<file path="src/rtl/vector_alu_pkg.sv">
// Shared types and helpers for the packed-lane vector ALU.
package vector_alu_pkg;

  typedef enum logic [1:0] {
    OP_ADD = 2'b00,
    OP_SUB = 2'b01,
    OP_MUL = 2'b10,
    OP_DIV = 2'b11
  } op_e;

  typedef enum logic [1:0] {
    S_IDLE = 2'b00,
    S_DIV  = 2'b01,
    S_HOLD = 2'b10
  } state_e;

  // Low bit index of a lane inside a packed word.
  function automatic int lane_lo(input int lane, input int lane_w);
    return lane * lane_w;
  endfunction

endpackage

</file>
<file path="src/rtl/vector_div_lane.sv">
// One lane of the iterative unsigned divider: restoring step per enable.
module vector_div_lane
  import vector_alu_pkg::*;
#(
  parameter int LANE_W = 8
) (
  input  logic              clk,
  input  logic              rst_n,
  input  logic              start,
  input  logic              en,
  input  logic [LANE_W-1:0] a,
  input  logic [LANE_W-1:0] b,
  output logic [LANE_W-1:0] quo,
  output logic              dz
);

  logic [LANE_W-1:0] rem_q, rem_d;
  logic [LANE_W-1:0] quo_q, quo_d;
  logic [LANE_W-1:0] dvs_q, dvs_d;
  logic              dz_q, dz_d;
  logic [LANE_W:0]   rem_sh, trial;

  // A zero divisor never produces a negative trial, so the quotient fills with ones.
  always_comb begin
    rem_d  = rem_q;
    quo_d  = quo_q;
    dvs_d  = dvs_q;
    dz_d   = dz_q;
    rem_sh = {rem_q, quo_q[LANE_W-1]};
    trial  = rem_sh - {1'b0, dvs_q};
    if (start) begin
      rem_d = '0;
      quo_d = a;
      dvs_d = b;
      dz_d  = (b == '0);
    end else if (en) begin
      if (!trial[LANE_W]) begin
        rem_d = trial[LANE_W-1:0];
        quo_d = {quo_q[LANE_W-2:0], 1'b1};
      end else begin
        rem_d = rem_sh[LANE_W-1:0];
        quo_d = {quo_q[LANE_W-2:0], 1'b0};
      end
    end
  end

  always_ff @(posedge clk) begin
    if (!rst_n) begin
      rem_q <= '0;
      quo_q <= '0;
      dvs_q <= '0;
      dz_q  <= 1'b0;
    end else begin
      rem_q <= rem_d;
      quo_q <= quo_d;
      dvs_q <= dvs_d;
      dz_q  <= dz_d;
    end
  end

  assign quo = quo_q;
  assign dz  = dz_q;

endmodule

</file>
<file path="src/rtl/vector_alu_pipe.sv">
// Handshaked SIMD ALU: single-cycle add/sub/mul, LANE_W-step iterative divide.
module vector_alu_pipe
  import vector_alu_pkg::*;
#(
  parameter int LANES  = 4,
  parameter int LANE_W = 8
) (
  input  logic                    CLK,
  input  logic                    RST_N,
  input  logic                    IN_VALID,
  output logic                    IN_READY,
  input  logic [LANES*LANE_W-1:0] IN0,
  input  logic [LANES*LANE_W-1:0] IN1,
  input  logic [1:0]              OP,
  input  logic                    SAT,
  output logic                    OUT_VALID,
  input  logic                    OUT_READY,
  output logic [LANES*LANE_W-1:0] OUT,
  output logic [LANES-1:0]        OVF,
  output logic [LANES-1:0]        DZ
);

  localparam int CNT_W = $clog2(LANE_W + 1);

  state_e                        state_q, state_d;
  logic [CNT_W-1:0]              cnt_q, cnt_d;
  logic [LANES-1:0][LANE_W-1:0]  res_q, res_d;
  logic [LANES-1:0]              ovf_q, ovf_d;
  logic                          div_sel_q, div_sel_d;

  logic [LANES-1:0][LANE_W-1:0]  in0_v, in1_v, alu_res, quo_v;
  logic [LANES-1:0]              alu_ovf, dz_v;
  logic [LANE_W:0]               sum, diff;
  logic [2*LANE_W-1:0]           prod;
  op_e                           op;
  logic                          acc, div_start, div_en;

  assign in0_v = IN0;
  assign in1_v = IN1;
  assign op    = op_e'(OP);

  always_comb begin
    alu_res = '0;
    alu_ovf = '0;
    sum     = '0;
    diff    = '0;
    prod    = '0;
    for (int i = 0; i < LANES; i++) begin
      sum  = {1'b0, in0_v[i]} + {1'b0, in1_v[i]};
      diff = {1'b0, in0_v[i]} - {1'b0, in1_v[i]};
      prod = {{LANE_W{1'b0}}, in0_v[i]} * {{LANE_W{1'b0}}, in1_v[i]};
      unique case (op)
        OP_ADD: begin
          alu_ovf[i] = sum[LANE_W];
          alu_res[i] = (SAT && sum[LANE_W]) ? '1 : sum[LANE_W-1:0];
        end
        OP_SUB: begin
          alu_ovf[i] = diff[LANE_W];
          alu_res[i] = (SAT && diff[LANE_W]) ? '0 : diff[LANE_W-1:0];
        end
        OP_MUL: begin
          alu_ovf[i] = |prod[2*LANE_W-1:LANE_W];
          alu_res[i] = (SAT && alu_ovf[i]) ? '1 : prod[LANE_W-1:0];
        end
        default: ;
      endcase
    end
  end

  assign IN_READY  = (state_q == S_IDLE) || ((state_q == S_HOLD) && OUT_READY);
  assign acc       = IN_VALID && IN_READY;

  always_comb begin
    state_d   = state_q;
    cnt_d     = cnt_q;
    res_d     = res_q;
    ovf_d     = ovf_q;
    div_sel_d = div_sel_q;
    div_start = 1'b0;
    div_en    = 1'b0;
    unique case (state_q)
      S_IDLE, S_HOLD: begin
        if (acc) begin
          if (op == OP_DIV) begin
            state_d   = S_DIV;
            cnt_d     = '0;
            ovf_d     = '0;
            div_sel_d = 1'b1;
            div_start = 1'b1;
          end else begin
            state_d   = S_HOLD;
            res_d     = alu_res;
            ovf_d     = alu_ovf;
            div_sel_d = 1'b0;
          end
        end else if ((state_q == S_HOLD) && OUT_READY) begin
          state_d = S_IDLE;
        end
      end
      S_DIV: begin
        div_en = 1'b1;
        cnt_d  = cnt_q + 1'b1;
        if (cnt_q == CNT_W'(LANE_W - 1)) state_d = S_HOLD;
      end
      default: state_d = S_IDLE;
    endcase
  end

  always_ff @(posedge CLK) begin
    if (!RST_N) begin
      state_q   <= S_IDLE;
      cnt_q     <= '0;
      res_q     <= '0;
      ovf_q     <= '0;
      div_sel_q <= 1'b0;
    end else begin
      state_q   <= state_d;
      cnt_q     <= cnt_d;
      res_q     <= res_d;
      ovf_q     <= ovf_d;
      div_sel_q <= div_sel_d;
    end
  end

  for (genvar g = 0; g < LANES; g++) begin : g_div
    vector_div_lane #(.LANE_W(LANE_W)) u_lane (
      .clk   (CLK),
      .rst_n (RST_N),
      .start (div_start),
      .en    (div_en),
      .a     (IN0[lane_lo(g, LANE_W) +: LANE_W]),
      .b     (IN1[lane_lo(g, LANE_W) +: LANE_W]),
      .quo   (quo_v[g]),
      .dz    (dz_v[g])
    );
  end

  // The divider's own registers double as the result store for DIV.
  assign OUT_VALID = (state_q == S_HOLD);
  assign OUT       = div_sel_q ? quo_v : res_q;
  assign OVF       = ovf_q;
  assign DZ        = div_sel_q ? dz_v : '0;

endmodule
</file>
<file path="config.mk">
export PLATFORM = sky130hd
export DESIGN_NAME = vector_alu_pipe
export DESIGN_NICKNAME = d
export VERILOG_FILES = /design/src/rtl/vector_alu_pkg.sv /design/src/rtl/vector_div_lane.sv /design/src/rtl/vector_alu_pipe.sv
export SDC_FILE = /design/constraint.sdc
export NUM_CORES = 1
export LEC_CHECK = 0
export CORE_ASPECT_RATIO = 0.6
export CORE_UTILIZATION = 55
export CTS_CLUSTER_DIAMETER = 40
export DETAILED_ROUTE_END_ITERATION = 6
export HOLD_SLACK_MARGIN = 0.12
export PLACE_DENSITY = 0.84
export SYNTH_ARGS = -nofsm -noshare
export SYNTH_HDL_FRONTEND = slang
export SYNTH_SLANG_ARGS = --single-unit
</file>
<file path="constraint.sdc">
create_clock -name CLK -period 6 [get_ports CLK]
set_clock_uncertainty 0.2 [all_clocks]
set_input_delay 0.9 -clock CLK [delete_from_list [all_inputs] [get_ports CLK]]
set_output_delay 0.9 -clock CLK [all_outputs]
set_load 0.01 [all_outputs]
</file>
==> results.cfg <==
; generated from flow reports
[pwr]
pwr_density_cell_nw_per_um2 = 265
ir_worst_vdd_v = 0.000212
p_leak_uw = 0.0102

[clock_tree]
cts_buffers = 17
cts.clk_slew.worst_paths_ns = 0.07
cts_buffer_depth = 2
clock_latency_ns = 0.44
h_tree_depth = 4
postCtsHoldBufs = 0
tritoncts = done
cts_post_setup_buffers_inserted = 0
clock_tree.root_cell = sky130_fd_sc_hd__clkbuf_16

[routing]
avgViaCountPerCell = 6.07
drt_iter0_drc = 1917
post-route-drc-count = 0
drt_pre_antenna_iters = 6
post_drt_wl_per_cell_um = 19.5
ant_nets = 0

[global_route]
met3_usage_pct = 7.81
first_global_vias = 18100
grt_max_degree = 93
grt_pass1_wl_um = 94400
met2_usage_pct = 49.4
grt_util_all_layers_pct = 33.2
grt_peak_use_layer = met2

[worst_hold_path]
min_path_cells = 2
holdPathEnd = g_div[1].u_lane.dvs_q[6]
min_from = g_div[1].u_lane.dvs_q[6]
hold_path_class = reg -> reg

[finish]
layout_top_cell = sky130_fd_sc_hd__inv_1
fillers = 2727
fin_util_pct = 66.2
finish.net_count = 3041
layout.cell_area.non_filler_um2 = 22500
antenna-diode-count = 0
final_cell_mix = sky130_fd_sc_hd__inv_1 (298), sky130_fd_sc_hd__nand2_1 (253), sky130_fd_sc_hd__ha_1 (239)
area.growth.synth_to_final_pct = 18.0
drive_above_1_share_pct = 11.8

[final_timing]
report.final.slew_viol_count = 0
setup-violations-final = 0
final_layout_worst_hold_slack_ns = 0.259
finalHoldViolations = 0
fmaxAchievable_ghz = 0.172
worst_pin_slew_ns = 1.12
slew_headroom_pct = 25.6
finalCritPeriodShare_pct = 97.0
layout_min_cycle_time_ns = 5.82

[place]
postPlaceCellArea_um2 = 21700
gpl.final_weighted_congestion = 0.990
detailedPlacementHpwl_um = 46800

[worst_setup_path]
crit_type = in -> reg
worstPathArrival_ns = 5.98
critical-path-max-stage-delay_ns = 0.58
timing.critical_path.cells = clkdlybuf4s50_1, buf_4, nand2_1, fa_1, inv_1, fa_1, fa_1, inv_1, fa_1, inv_1, ha_1, o211a_1, o31ai_1, a31oi_2, and4_1, or3_1, a41oi_2, o21ai_0, a21oi_1
r2r_start = g_div[2].u_lane.quo[7]
setup.worst_path.start_class = input port
cp_top_family = adder cells
type_of_destination_of_the_critical_path = register
critical-path-top-cell-by-count = sky130_fd_sc_hd__fa_1
cp_data_required_time_ns = 6.16

[logic_synthesis]
synth.top_cells.by_count = sky130_fd_sc_hd__inv_1 (298), sky130_fd_sc_hd__nand2_1 (253), sky130_fd_sc_hd__ha_1 (241)
synth_area_per_cell_um2 = 8.10
edf_count = 0
synthesis.yosys.warnings = 0
yosysChipArea_um2 = 19000
synth_top_flop_cell = sky130_fd_sc_hd__dfxtp_1
netlist_area_um2 = 19000
synth.yosys.seq_area_share_pct = 15.0
synthDominantCellAreaShare_pct = 16.4
postSynthRegisterBits = 143
post_synth_inst_count = 2349
synth_top_cell_by_area = sky130_fd_sc_hd__fa_1
synth-async-reset-ratio_pct = 0
yosys.cell_types.count = 85

[outcome]
status = finished clean

[floorplanning]
rows = 52
design.die.area_um2 = 35400
fp-utilization_pct = 56.1
fp.dieH_um = 146

[run]
log.warning_count = 58
cap_viol_max_count = 0
-- final cells by class --
type | count | area, um2 | share of cell area [%]
Multi-Input combinational cell | 1816 | 14800 | 65.8
Sequential cell | 143 | 2860 | 12.8
Timing Repair Buffer | 296 | 2520 | 11.2
Inverter | 299 | 1120 | 5.00
Tap cell | 459 | 574 | 2.56
Clock buffer | 19 | 453 | 2.02
Clock inverter | 13 | 149 | 0.663
-- tightest hold or removal path, stage by stage (launching register included) --
cell                      delay [ns]
sky130_fd_sc_hd__dfxtp_1        0.31
sky130_fd_sc_hd__nand2_1        0.05
sky130_fd_sc_hd__a21oi_1        0.05
-- power by group --
group	internal, uW	total [uW]	switching, uW
logic	1710	3790	2080
clock network	642	1100	461
registers	1000	1060	52.8
-- metrics by stage --
step | cells | total power (uW) | TNS, ns | setup WS (ns)
finish | 3045 | 5950 | 0 | 0.178
floorplan | 2349 | 3420 | 0 | 0.281
CTS | 3045 | 5780 | 0 | 0.0733
global placement | 3013 | 4520 | -3.29 | -0.197
detailed placement | 3013 | 4660 | -8.21 | -0.373
global route | 3045 | 6350 | -0.0291 | -0.0158
-- routing by layer --
metal  share of wire (%)  wire [um]
met3                  11       6810
met5                   0          0
met2                  42      25000
met1                  44      25900
met4                 2.9       1710
-- registers in the layout (all words and copies together) (netlist names) --
name and flops:
g_div.u_lane.rem_q 32, cnt_q 4, div_sel_q 1, g_div.u_lane.quo 32, g_div.u_lane.dvs_q 32, OVF 4
g_div.u_lane.dz 4, res_q 32, state_q 2
-- kinds of logic (layout without fill, tap and decap cells) --
family,Yosys count,in the layout,share of synthesized area (%)
flip-flops,143,143,15.0
XOR/XNOR,55,55,2.69
AND/OR/NAND/NOR,719,719,18.3
buffers and inverters,390,627,8.01
AND-OR/OR-AND,590,590,20.6
adder cells (fa/ha/maj),397,397,32.3
multiplexers,55,55,3.10
-- worst max path at each step --
stage | start | endpoint | slack [ns] | cells past startpoint
6_report | IN1[28] | res_q[24] | 0.18 | 19
5_1_grt | IN1[6] | res_q[5] | -0.02 | 21
4_1_cts | IN1[3] | res_q[7] | 0.07 | 21
3_5_place_dp | IN0[4] | res_q[7] | -0.37 | 21
3_3_place_gp | IN1[19] | res_q[23] | -0.20 | 20
2_1_floorplan | IN1[2] | res_q[1] | 0.28 | 19
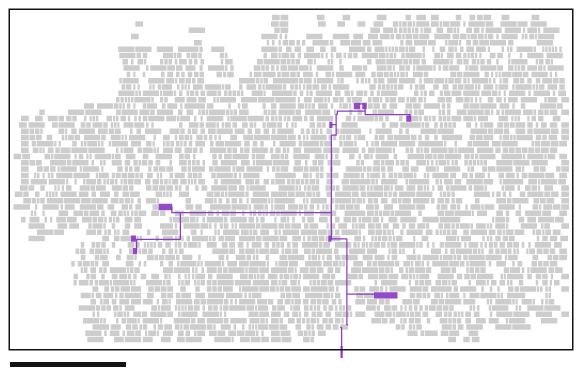
Figure 1: I/O nets highlighted.
Scale bar: 50 um.
| port | colour | bits | direction | end cells | buffers | wire |
|---|---|---|---|---|---|---|
| `SAT` | purple | 1 | input | 9 | 1 | 278 um |
count of input and output buffers: 112
I/O Pins: 113

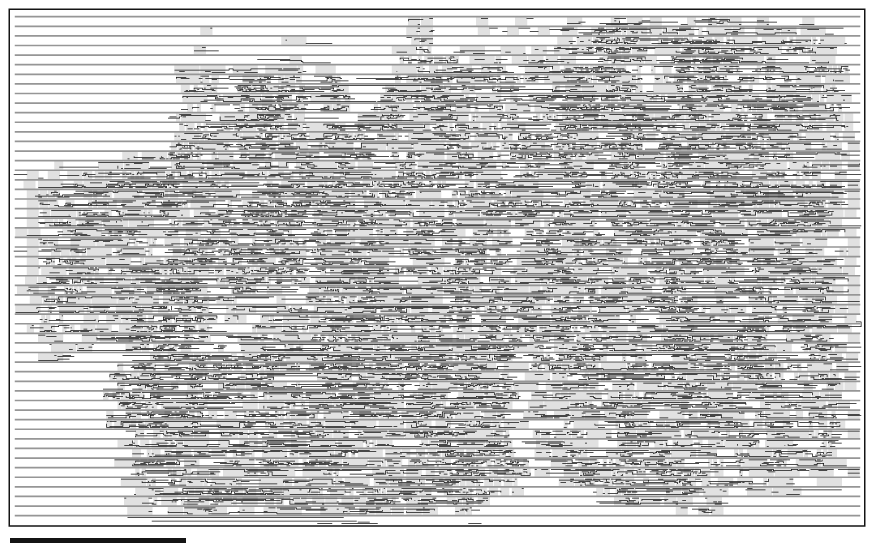
Figure 2: metal 1.
Scale bar: 50 um. Supply wires on this layer in grey.
longest straight run: 69.5 um
wire length on this layer: 25.9 mm
nets with wire on the layer: 2818
WL final: 59400 um
met1 usage in global routing: 47.4%
detailed-route via count: 18500

Power and IR drop assume default switching activity.
